**Run 1: clock distribution**

Scale: 2 px per um.
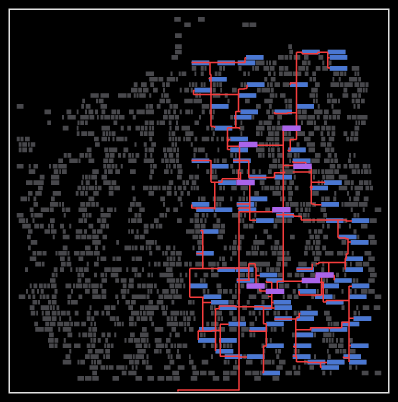
**Run 1: cell density map**

Scale: 2 px per um. 19 x 19 tiles, from dark blue (low) to red (high), 0 to 100% covered.
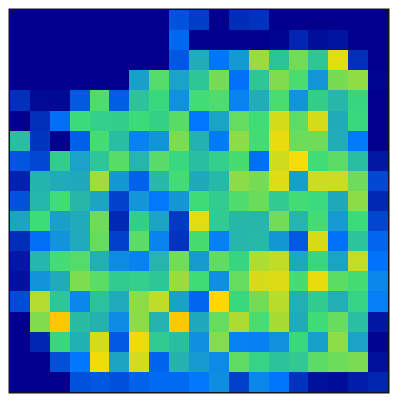
**Run 1: port wiring**

Scale: 1.5 px per um.
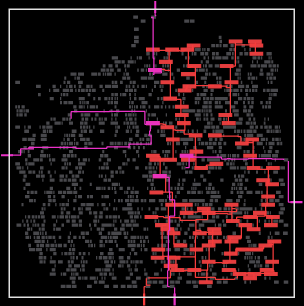
--- src/rtl/multicycle_alu.sv ---
// Registered ALU with start/busy/done handshake. Single-cycle ops complete at the
// capture edge; MUL (shift-add) and DIVU (restoring) iterate one bit per cycle.
module multicycle_alu #(
   parameter int WIDTH = 16
) (
   input  logic             Clock,
   input  logic             Reset,
   input  logic             Start,
   input  logic [3:0]       FunSel,
   input  logic [WIDTH-1:0] A,
   input  logic [WIDTH-1:0] B,
   input  logic             WF,
   output logic [WIDTH-1:0] ALUOut,
   output logic [WIDTH-1:0] Hi,
   output logic [3:0]       FlagsOut,
   output logic             Busy,
   output logic             Done
);

   localparam int CW = $clog2(WIDTH + 1);

   localparam logic [3:0] OP_A    = 4'b0000;
   localparam logic [3:0] OP_NOT  = 4'b0001;
   localparam logic [3:0] OP_ADD  = 4'b0010;
   localparam logic [3:0] OP_ADC  = 4'b0011;
   localparam logic [3:0] OP_SUB  = 4'b0100;
   localparam logic [3:0] OP_AND  = 4'b0101;
   localparam logic [3:0] OP_OR   = 4'b0110;
   localparam logic [3:0] OP_XOR  = 4'b0111;
   localparam logic [3:0] OP_NAND = 4'b1000;
   localparam logic [3:0] OP_LSL  = 4'b1001;
   localparam logic [3:0] OP_LSR  = 4'b1010;
   localparam logic [3:0] OP_ASR  = 4'b1011;
   localparam logic [3:0] OP_CSL  = 4'b1100;
   localparam logic [3:0] OP_CSR  = 4'b1101;
   localparam logic [3:0] OP_MUL  = 4'b1110;
   localparam logic [3:0] OP_DIVU = 4'b1111;

   typedef enum logic [1:0] {IDLE, ITER, FIN} state_t;

   state_t           state_q, state_d;
   logic [CW-1:0]    cnt_q, cnt_d;
   logic             is_div_q, is_div_d;
   logic             wf_q, wf_d;
   logic [WIDTH-1:0] opnd_q, opnd_d;
   logic [WIDTH:0]   acc_hi_q, acc_hi_d;
   logic [WIDTH-1:0] acc_lo_q, acc_lo_d;
   logic [WIDTH-1:0] alu_q, alu_d;
   logic [WIDTH-1:0] hi_q, hi_d;
   logic [3:0]       flags_q, flags_d;
   logic             done_q, done_d;

   // Single-cycle result path, driven straight from the inputs sampled with Start
   logic [WIDTH-1:0] sc_res, sc_hi;
   logic             sc_c, sc_o;
   logic [WIDTH:0]   sum;
   logic             cin;

   assign cin = flags_q[2];

   always_comb begin
      sc_res = A;
      sc_hi  = '0;
      sc_c   = flags_q[2];
      sc_o   = flags_q[0];
      sum    = '0;
      case (FunSel)
         OP_A:    sc_res = A;
         OP_NOT:  sc_res = ~A;
         OP_ADD, OP_ADC: begin
            sum    = {1'b0, A} + {1'b0, B} + {{WIDTH{1'b0}}, (FunSel == OP_ADC) & cin};
            sc_res = sum[WIDTH-1:0];
            sc_c   = sum[WIDTH];
            sc_o   = (A[WIDTH-1] == B[WIDTH-1]) && (sc_res[WIDTH-1] != A[WIDTH-1]);
         end
         OP_SUB: begin
            sum    = {1'b0, A} + {1'b0, ~B} + {{WIDTH{1'b0}}, 1'b1};
            sc_res = sum[WIDTH-1:0];
            sc_c   = ~sum[WIDTH];
            sc_o   = (A[WIDTH-1] != B[WIDTH-1]) && (sc_res[WIDTH-1] != A[WIDTH-1]);
         end
         OP_AND:  sc_res = A & B;
         OP_OR:   sc_res = A | B;
         OP_XOR:  sc_res = A ^ B;
         OP_NAND: sc_res = ~(A & B);
         OP_LSL: begin sc_res = {A[WIDTH-2:0], 1'b0};       sc_c = A[WIDTH-1]; end
         OP_LSR: begin sc_res = {1'b0, A[WIDTH-1:1]};       sc_c = A[0];       end
         OP_ASR: begin sc_res = {A[WIDTH-1], A[WIDTH-1:1]}; sc_c = A[0];       end
         OP_CSL: begin sc_res = {A[WIDTH-2:0], cin};        sc_c = A[WIDTH-1]; end
         OP_CSR: begin sc_res = {cin, A[WIDTH-1:1]};        sc_c = A[0];       end
         OP_DIVU: begin
            // only reaches this path with B == 0
            sc_res = '1;
            sc_hi  = A;
            sc_c   = 1'b0;
            sc_o   = 1'b1;
         end
         default: sc_res = A;
      endcase
   end

   // One iteration step of either algorithm
   logic [WIDTH:0]   mul_add, div_rs;
   logic [WIDTH:0]   step_hi;
   logic [WIDTH-1:0] step_lo;

   always_comb begin
      mul_add = acc_hi_q + (acc_lo_q[0] ? {1'b0, opnd_q} : '0);
      div_rs  = {acc_hi_q[WIDTH-1:0], acc_lo_q[WIDTH-1]};
      if (is_div_q) begin
         if (div_rs >= {1'b0, opnd_q}) begin
            step_hi = div_rs - {1'b0, opnd_q};
            step_lo = {acc_lo_q[WIDTH-2:0], 1'b1};
         end else begin
            step_hi = div_rs;
            step_lo = {acc_lo_q[WIDTH-2:0], 1'b0};
         end
      end else begin
         step_hi = {1'b0, mul_add[WIDTH:1]};
         step_lo = {mul_add[0], acc_lo_q[WIDTH-1:1]};
      end
   end

   logic [3:0] it_flags;
   always_comb begin
      if (is_div_q)
         it_flags = {acc_lo_q == '0, 1'b0, acc_lo_q[WIDTH-1], 1'b0};
      else
         it_flags = {({acc_hi_q[WIDTH-1:0], acc_lo_q} == '0), acc_hi_q[WIDTH-1:0] != '0,
                     acc_lo_q[WIDTH-1], acc_hi_q[WIDTH-1:0] != '0};
   end

   always_comb begin
      state_d  = state_q;
      cnt_d    = cnt_q;
      is_div_d = is_div_q;
      wf_d     = wf_q;
      opnd_d   = opnd_q;
      acc_hi_d = acc_hi_q;
      acc_lo_d = acc_lo_q;
      alu_d    = alu_q;
      hi_d     = hi_q;
      flags_d  = flags_q;
      done_d   = 1'b0;
      case (state_q)
         IDLE: begin
            if (Start) begin
               if (FunSel == OP_MUL || (FunSel == OP_DIVU && B != '0)) begin
                  state_d  = ITER;
                  cnt_d    = CW'(WIDTH);
                  is_div_d = (FunSel == OP_DIVU);
                  wf_d     = WF;
                  // MUL shifts the multiplier B through acc_lo; DIVU shifts the dividend A
                  opnd_d   = (FunSel == OP_DIVU) ? B : A;
                  acc_lo_d = (FunSel == OP_DIVU) ? A : B;
                  acc_hi_d = '0;
               end else begin
                  alu_d  = sc_res;
                  hi_d   = sc_hi;
                  done_d = 1'b1;
                  if (WF)
                     flags_d = {sc_res == '0, sc_c, sc_res[WIDTH-1], sc_o};
               end
            end
         end
         ITER: begin
            acc_hi_d = step_hi;
            acc_lo_d = step_lo;
            cnt_d    = cnt_q - CW'(1);
            if (cnt_q == CW'(1))
               state_d = FIN;
         end
         FIN: begin
            alu_d   = acc_lo_q;
            hi_d    = acc_hi_q[WIDTH-1:0];
            done_d  = 1'b1;
            if (wf_q)
               flags_d = it_flags;
            state_d = IDLE;
         end
         default: state_d = IDLE;
      endcase
   end

   always_ff @(posedge Clock or negedge Reset) begin
      if (!Reset)
         state_q <= IDLE;
      else
         state_q <= state_d;
   end

   always_ff @(posedge Clock or negedge Reset) begin
      if (!Reset) begin
         cnt_q    <= '0;
         is_div_q <= 1'b0;
         wf_q     <= 1'b0;
         opnd_q   <= '0;
         acc_hi_q <= '0;
         acc_lo_q <= '0;
         alu_q    <= '0;
         hi_q     <= '0;
         flags_q  <= '0;
         done_q   <= 1'b0;
      end else begin
         cnt_q    <= cnt_d;
         is_div_q <= is_div_d;
         wf_q     <= wf_d;
         opnd_q   <= opnd_d;
         acc_hi_q <= acc_hi_d;
         acc_lo_q <= acc_lo_d;
         alu_q    <= alu_d;
         hi_q     <= hi_d;
         flags_q  <= flags_d;
         done_q   <= done_d;
      end
   end

   assign ALUOut   = alu_q;
   assign Hi       = hi_q;
   assign FlagsOut = flags_q;
   assign Busy     = (state_q != IDLE);
   assign Done     = done_q;

endmodule

--- config.mk ---
export PLATFORM = sky130hd
export DESIGN_NAME = multicycle_alu
export DESIGN_NICKNAME = d
export VERILOG_FILES = /design/src/rtl/multicycle_alu.sv
export SDC_FILE = /design/constraint.sdc
export NUM_CORES = 1
export LEC_CHECK = 0
export CAP_MARGIN = 25
export CORE_AREA = 3 3 186 188
export CTS_CLUSTER_SIZE = 28
export DETAILED_ROUTE_END_ITERATION = 16
export DIE_AREA = 0 0 189 191
export HOLD_SLACK_MARGIN = 0.08
export PLACE_DENSITY = 0.49
export SLEW_MARGIN = 10
export SYNTH_ARGS = -nofsm -noshare
export SYNTH_HDL_FRONTEND = slang
export SYNTH_SLANG_ARGS = --single-unit
--- constraint.sdc ---
create_clock -name Clock -period 3.75 [get_ports Clock]
set_input_delay 0.375 -clock Clock [delete_from_list [all_inputs] [get_ports Clock]]
set_output_delay 0.375 -clock Clock [all_outputs]
set_load 0.1 [all_outputs]
==> flow_summary_export.csv, run 1 <==
group,metric,value,unit
outcome,outcome,"finished clean",
synthesis,topCellsByArea,"dfrtp_1 23%, ha_1 9.7%, o21ai_0 6.9%, nand2_1 5.5%, a21oi_1 4.9%",
layout,fin_util,0.3809,
grt,grt_pass1_vias,11223,
layout,lay_top_count,"nand2_1",
critical_path,r2r-start,"FlagsOut[2]",
synthesis,syn_area,10540,um^2
synthesis,edf_count,0,
clocking,numCtsBuffers,9,
clocking,cts_setup_buffers,0,
floorplan,die_area,36100,um^2
floorplan,fp-row-count,67,
synthesis,ys_area,10540,um^2
critical_path,required,4.03,ns
job,max_cap_violations,0,
power,totalPowerFinal,0.009107,W
grt,grt_usage,0.2517,
synthesis,yosysWarnings,0,
synthesis,syn-num-nets,1531,
clocking,cts_tree,"yes",
routing,finalWirelength,46340,um
floorplan,coreArea,33280,um^2
routing,drt_pre_antenna_iters,5,
layout,diodes,0,
placed_design,placed_area,12340,um^2
layout,layout-drive-gt1-share,0.1278,
critical_path,cp_max_fo,5,
placed_design,placed_cells_incl_taps,1957,
clocking,cts_root_buf,"clkbuf_16",
routing,ant_nets,0,
sta,hold_viol_final,0,
layout,instances_no_fill,1974,
placed_design,io_buffers,77,
layout,fillCellCount,3479,
sta,maxSlewHeadroom,0.3327,
About 'clock distribution':
Key: red = clock wires [length 1360 um]; purple = cells driving clock nets [count 9]; blue = flip-flops [count 95]
There are 10 routed clock nets.
Clock Power Share: 0.111
clk ins delay skew pair: 0.35 ns
clk_skew: 0.01581 ns

About 'cell density map':
The fullest tile reaches 77%. 0.80% of the tiles are over 75% full. The mean over all tiles is 34%. 17% of the tiles are nearly empty. The emptiest ninth of the die: north-west.

About 'port wiring':
Key: red = Reset [bits 1, direction input, edge south, end cells 95, wire 991 um]; magenta = FlagsOut [bits 4, direction output, edge 1 north, 1 east, 1 west, 1 south, end cells 4, wire 439 um]

[run 1: area by class of cell]
type | count | share of cell area
multi-input combinational | 1130 | 0.5853
sequential | 95 | 0.1875
timing repair buffer | 200 | 0.1319
tap | 448 | 0.04422
inverter | 85 | 0.02537
clock buffer | 9 | 0.01777
clock inverter | 7 | 0.007994
[run 1: worst max-delay path, stage by stage]
cell             delay, ns
clkdlybuf4s50_1       0.61
inv_1                 0.13
fa_1                  0.48
fa_1                  0.41
nand2b_1              0.16
a21oi_1               0.20
a21o_1                0.29
buf_4                 0.16
a21oi_1               0.07
xnor2_1               0.13
o221ai_1              0.28
a211oi_2              0.29
nand4b_1              0.10
o21ai_1               0.14
[run 1: state kept, by name, indices dropped and copies added (netlist names)]
name / count
FlagsOut: 4
acc_lo_q: 16
Hi: 16
acc_hi_q: 17
ALUOut: 16
opnd_q: 16
wf_q: 1
state_q: 2
Done: 1
is_div_q: 1
cnt_q: 5
[run 1: stage by stage]
stage	TNS, ns	worst slack (ns)
global route	0	0.01806
CTS	0	0.2893
global placement	-0.02534	-0.02534
floorplan	0	0.1910
finish	0	0.1784
detailed placement	-0.1324	-0.06916
[run 1: layer usage]
metal	up-vias	wire length (um)	track usage
met5	-	0	0
met2	492	21100	0.4144
met1	5512	20330	0.3422
met4	0	1901	0.09453
li1	5380	-	-
met3	87	3010	0.02457
[run 1: report_power, final]
part           switching (W)  internal (W)
combinational        0.00387       0.00217
sequential          0.000602       0.00146
clock               0.000469      0.000541
total                0.00494       0.00417
[run 1: kinds of logic (layout without fill, tap and decap cells)]
kind of cell    count (synthesis)  after routing  synth area share
compound gates                521            521            0.3257
simple gates                  459            459            0.2109
buf+inv                       179            301           0.07240
flops                          95             95            0.2255
fa+ha+maj                      87             87            0.1068
mux                            34             34           0.03454
xor+xnor                       29             29           0.02409
**Run 1: metal 4**

Scale: 2 px per um. Supply wires on this layer in gray.
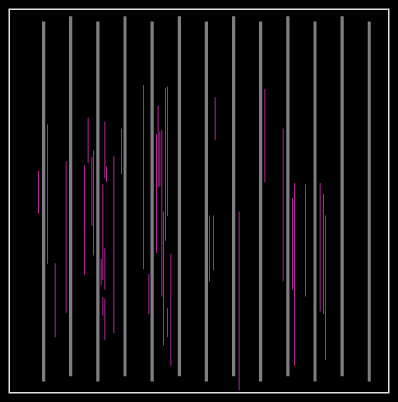

==> run 1 -> run 2 <==
Settings changed: CORE_AREA 3 3 186 188 to 3 3 144 146, DIE_AREA 0 0 189 191 to 0 0 147 149, PLACE_DENSITY 0.49 to 0.75.
**Run 2: metal 4**

Scale: 2 px per um. Supply wires on this layer in gray.
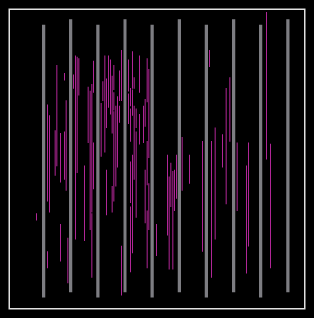
The layer holds 6.3% of the routed length. 73 nets have wire on it. The layer carries 2540 um of wire. The longest straight run is 91.8 um.
final wirelength: 40640 um
DR vias: 11765

**Run 2: cell density map**

Scale: 2 px per um. 15 x 15 tiles, from dark blue (low) to red (high), 0 to 100% covered.
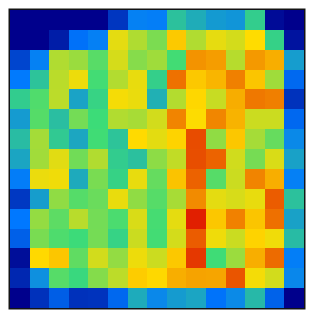
The emptiest ninth of the die: north-west. 4.4% of the tiles are nearly empty. 22% of the tiles are over 75% full.

==> flow_summary_export.csv, run 2 <==
group,metric,value,unit
outcome,outcome,"finished clean",
synthesis,top_area_frac,0.2255,
synthesis,yosys.area_share.xor_xnor,0.02409,
clocking,cts_root_buf,"clkbuf_16",
grt,grt_pass1_vias,11401,
sta,hold_viol_final,0,
floorplan,coreArea,19530,um^2
sta,maxSlewHeadroom,0.3207,
grt,grt_usage,0.3664,
power,power_sequential,0.00204,W
synthesis,yosys.area_share.aoi,0.3257,
floorplan,die_area,21900,um^2
synthesis,netlist_logic_family_top,"AND-OR/OR-AND gates",
synthesis,yosysWarnings,0,
layout,diodes,0,
placed_design,placed_area,11930,um^2
synthesis,edf_count,0,
power,clkPwrFrac,0.109,
clocking,cts_tree,"yes",
sta,fin_tns_setup,0,ns
layout,top_register,"acc_hi_q",
power,p_int,0.004118,W
power,p_sw,0.004861,W
layout,layout-drive-gt1-share,0.1138,
synthesis,simple_gate_share,0.2109,
critical_path,r2r-start,"FlagsOut[2]",
placed_design,io_buffers,77,
synthesis,yosys.area_share.adder,0.1068,
power,p_seq_frac,0.228,
power,combPwrFrac,0.663,
routing,ant_nets,0,
power,comb-power,0.00596,W
synthesis,mux_share,0.03454,
power,totalPowerFinal,0.008979,W
floorplan,fp-row-count,51,
synthesis,syn-num-nets,1531,
critical_path,cp_max_fo,6,
clocking,insertion_delay,0.35,ns
synthesis,topCellsByArea,"dfrtp_1 23%, ha_1 9.7%, o21ai_0 6.9%, nand2_1 5.5%, a21oi_1 4.9%",
layout,lay_top_count,"nand2_1",
clocking,cts_setup_buffers,0,
power,clock_power,0.000979,W
sta,clock_skew,0.01099,ns
power,sw_frac_of_total,0.5414,
clocking,numCtsBuffers,9,
power,power.leakage,5.341,nW
synthesis,syn_area,10540,um^2
job,max_cap_violations,0,
layout,largest_reg_flops,17,
-- run 2: cell counts after synthesis --
Identical to the previous run, type by type.
-- run 2: cell type report --
type                       count  area, um^2
multi-input combinational   1130        7415
fill                        1826        7259
sequential                    95        2377
timing repair buffer         177        1499
tap                          265       331.6
inverter                      85       321.6
clock buffer                   9       225.2
clock inverter                 7       97.59
-- run 2: how the worst max path moves through the flow --
| stage | start | endpoint | slack, ns | depth (start not counted) |
|---|---|---|---|---|
| 4_1_cts | A[0] | FlagsOut[3] | 0.37 | 12 |
| 2_1_floorplan | FlagsOut[2] | FlagsOut[3] | 0.19 | 11 |
| 3_5_place_dp | A[0] | FlagsOut[3] | 0.02 | 12 |
| 3_3_place_gp | A[0] | ALUOut[14] | 0.09 | 13 |
| 6_report | A[0] | ALUOut[14] | 0.29 | 13 |
| 5_1_grt | A[0] | FlagsOut[3] | 0.19 | 14 |
-- run 2: routing by layer --
layer,share of wire,track usage,up-vias
met3,0.10,0.05500,186
met5,0,0,-
met1,0.39,0.4790,5489
met2,0.45,0.5937,751
li1,-,-,5339
met4,0.063,0.1859,0
-- run 2: critical path, cell delays in order --
cell and delay, ns:
clkdlybuf4s50_1 0.57, inv_1 0.12, fa_1 0.48, fa_1 0.41, nand2b_1 0.16, a21oi_1 0.20, a21o_1 0.30, a211oi_1 0.17
nor4b_1 0.30, a21oi_1 0.07, a41oi_1 0.29, a22oi_1 0.12, o21ai_0 0.17
-- run 2: per-stage QoR --
| step | setup WS [ns] | util | cells |
|---|---|---|---|
| after floorplan | 0.1910 | - | 1404 |
| final | 0.2872 | 0.6282 | 1768 |
| after CTS | 0.3675 | 0.6282 | 1768 |
| after global routing | 0.1888 | 0.6282 | 1768 |
| after detailed placement | 0.01565 | 0.6112 | 1751 |
| after global placement | 0.09049 | 0.6112 | 1751 |
**Run 2: routing congestion**

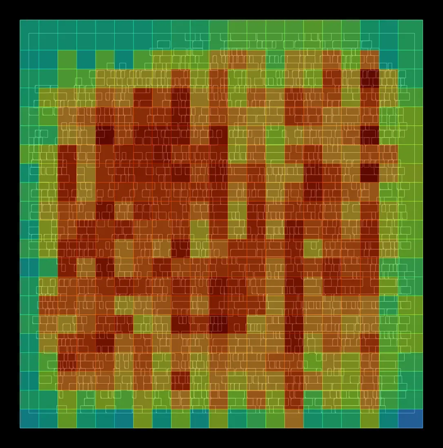

==> run 2 -> run 3 <==
Clock period 3.75 ns to 4 ns, I/O delays scaled along.
**Run 3: routing congestion**

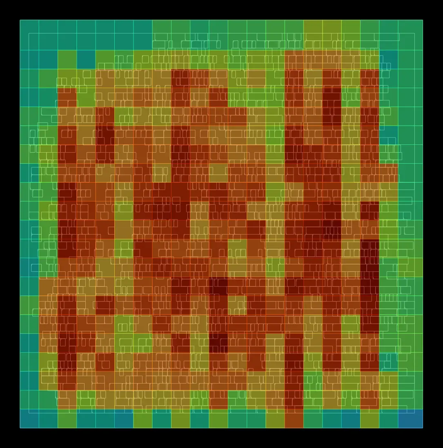
met1 usage: 0.4706
met3 Use GR: 0.05014

**Run 3: clock distribution**

Scale: 2 px per um.
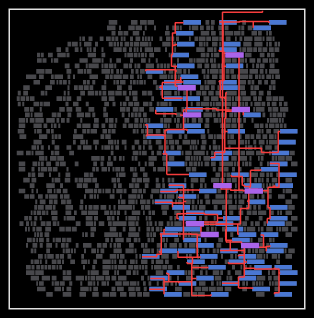
Key: blue = flip-flops [count 95]; purple = cells driving clock nets [count 9]; red = clock wires [length 1230 um]
There are 10 routed clock nets.
clk_skew: 0.01207 ns
Clock group: 0.000873 W
Clock Power Share: 0.105
clk ins delay skew pair: 0.36 ns

==> flow_summary_export.csv, run 3 <==
group,metric,value,unit
outcome,outcome,"finished clean",
clocking,cts_tree,"yes",
power,power.leakage,5.271,nW
floorplan,fp-row-count,51,
critical_path,startpoint,"A[0]",
synthesis,syn-num-nets,1531,
routing,drt_pre_antenna_iters,6,
routing,ant_nets,0,
critical_path,r2r-start,"acc_lo_q[0]",
critical_path,required,4.23,ns
critical_path,crit_family,"AND-OR/OR-AND gates",
clocking,numCtsBuffers,9,
sta,setup_ws,0.4298,ns
layout,largest_reg_flops,17,
power,p_seq_frac,0.231,
layout,top_register,"acc_hi_q",
critical_path,cp_common_cell,"inv_1",
layout,layout-drive-gt1-share,0.1060,
synthesis,yosysWarnings,0,
sta,hold_viol_final,0,
power,p_sw,0.004504,W
sta,fin_tns_setup,0,ns
routing,vias,11594,
critical_path,path_buffers,4,
synthesis,ys_area,10540,um^2
grt,grt_pass1_vias,11117,
critical_path,max_stage_delay,0.55,ns
job,max_cap_violations,0,
clocking,cts_setup_buffers,0,
sta,maxSlewHeadroom,0.2969,
power,p_int,0.003820,W
critical_path,worstSetupPathDepth,15,
floorplan,coreArea,19530,um^2
floorplan,die_area,21900,um^2
synthesis,edf_count,0,
power,totalPowerFinal,0.008324,W
routing,top_layer_used,"met4",
power,combPwrFrac,0.664,
==> run 3: path summary, 6_finish.rpt <==
| check | end | slack [ns] |
|---|---|---|
| max in group asynchronous | acc_hi_q[16] | 2.55 |
| min | Hi[6] | 0.48 |
| min reg2reg | Hi[6] | 0.48 |
| max reg2reg | acc_hi_q[15] | 0.44 |
| min in group asynchronous | ALUOut[4] | 0.50 |
| max | FlagsOut[3] | 0.43 |
==> run 3: layer usage <==
| layer | up-vias | track usage |
|---|---|---|
| li1 | 5313 | - |
| met1 | 5458 | 0.4706 |
| met2 | 679 | 0.5729 |
| met3 | 144 | 0.05014 |
| met4 | 0 | 0.2041 |
| met5 | - | 0 |
==> run 3: per-stage QoR <==
| stage | instances | utilization |
|---|---|---|
| 4_1_cts | 1755 | 0.6221 |
| 2_1_floorplan | 1404 | - |
| 6_report | 1755 | 0.6221 |
| 3_3_place_gp | 1738 | 0.6062 |
| 3_5_place_dp | 1738 | 0.6062 |
| 5_1_grt | 1755 | 0.6221 |
==> run 3: logic make-up after synthesis <==
family,share of synthesized area
buffers and inverters,0.07240
AOI/OAI and AO/OA,0.3257
and+or+nand+nor,0.2109
adders and majority gates,0.1068
muxes,0.03454
xor gates and xnor gates,0.02409
DFF,0.2255
==> run 3: cell type report <==
class	instances	area [um^2]
Clock buffer	10	239.0
Clock inverter	6	62.56
Fill cell	1855	7378
Inverter	85	321.6
Multi-Input combinational cell	1130	7415
Sequential cell	95	2377
Tap cell	265	331.6
Timing Repair Buffer	164	1401
==> run 3: power groups by stage <==
stage               Sequential [W]  Clock (W)  Combinational [W]
global placement           0.00191          0            0.00535
finish                     0.00192   0.000873            0.00553
detailed placement         0.00192          0            0.00543
CTS                        0.00190   0.000877            0.00546
floorplan                  0.00261          0            0.00319
global route               0.00196   0.000911            0.00602
Power and IR drop assume default switching activity.
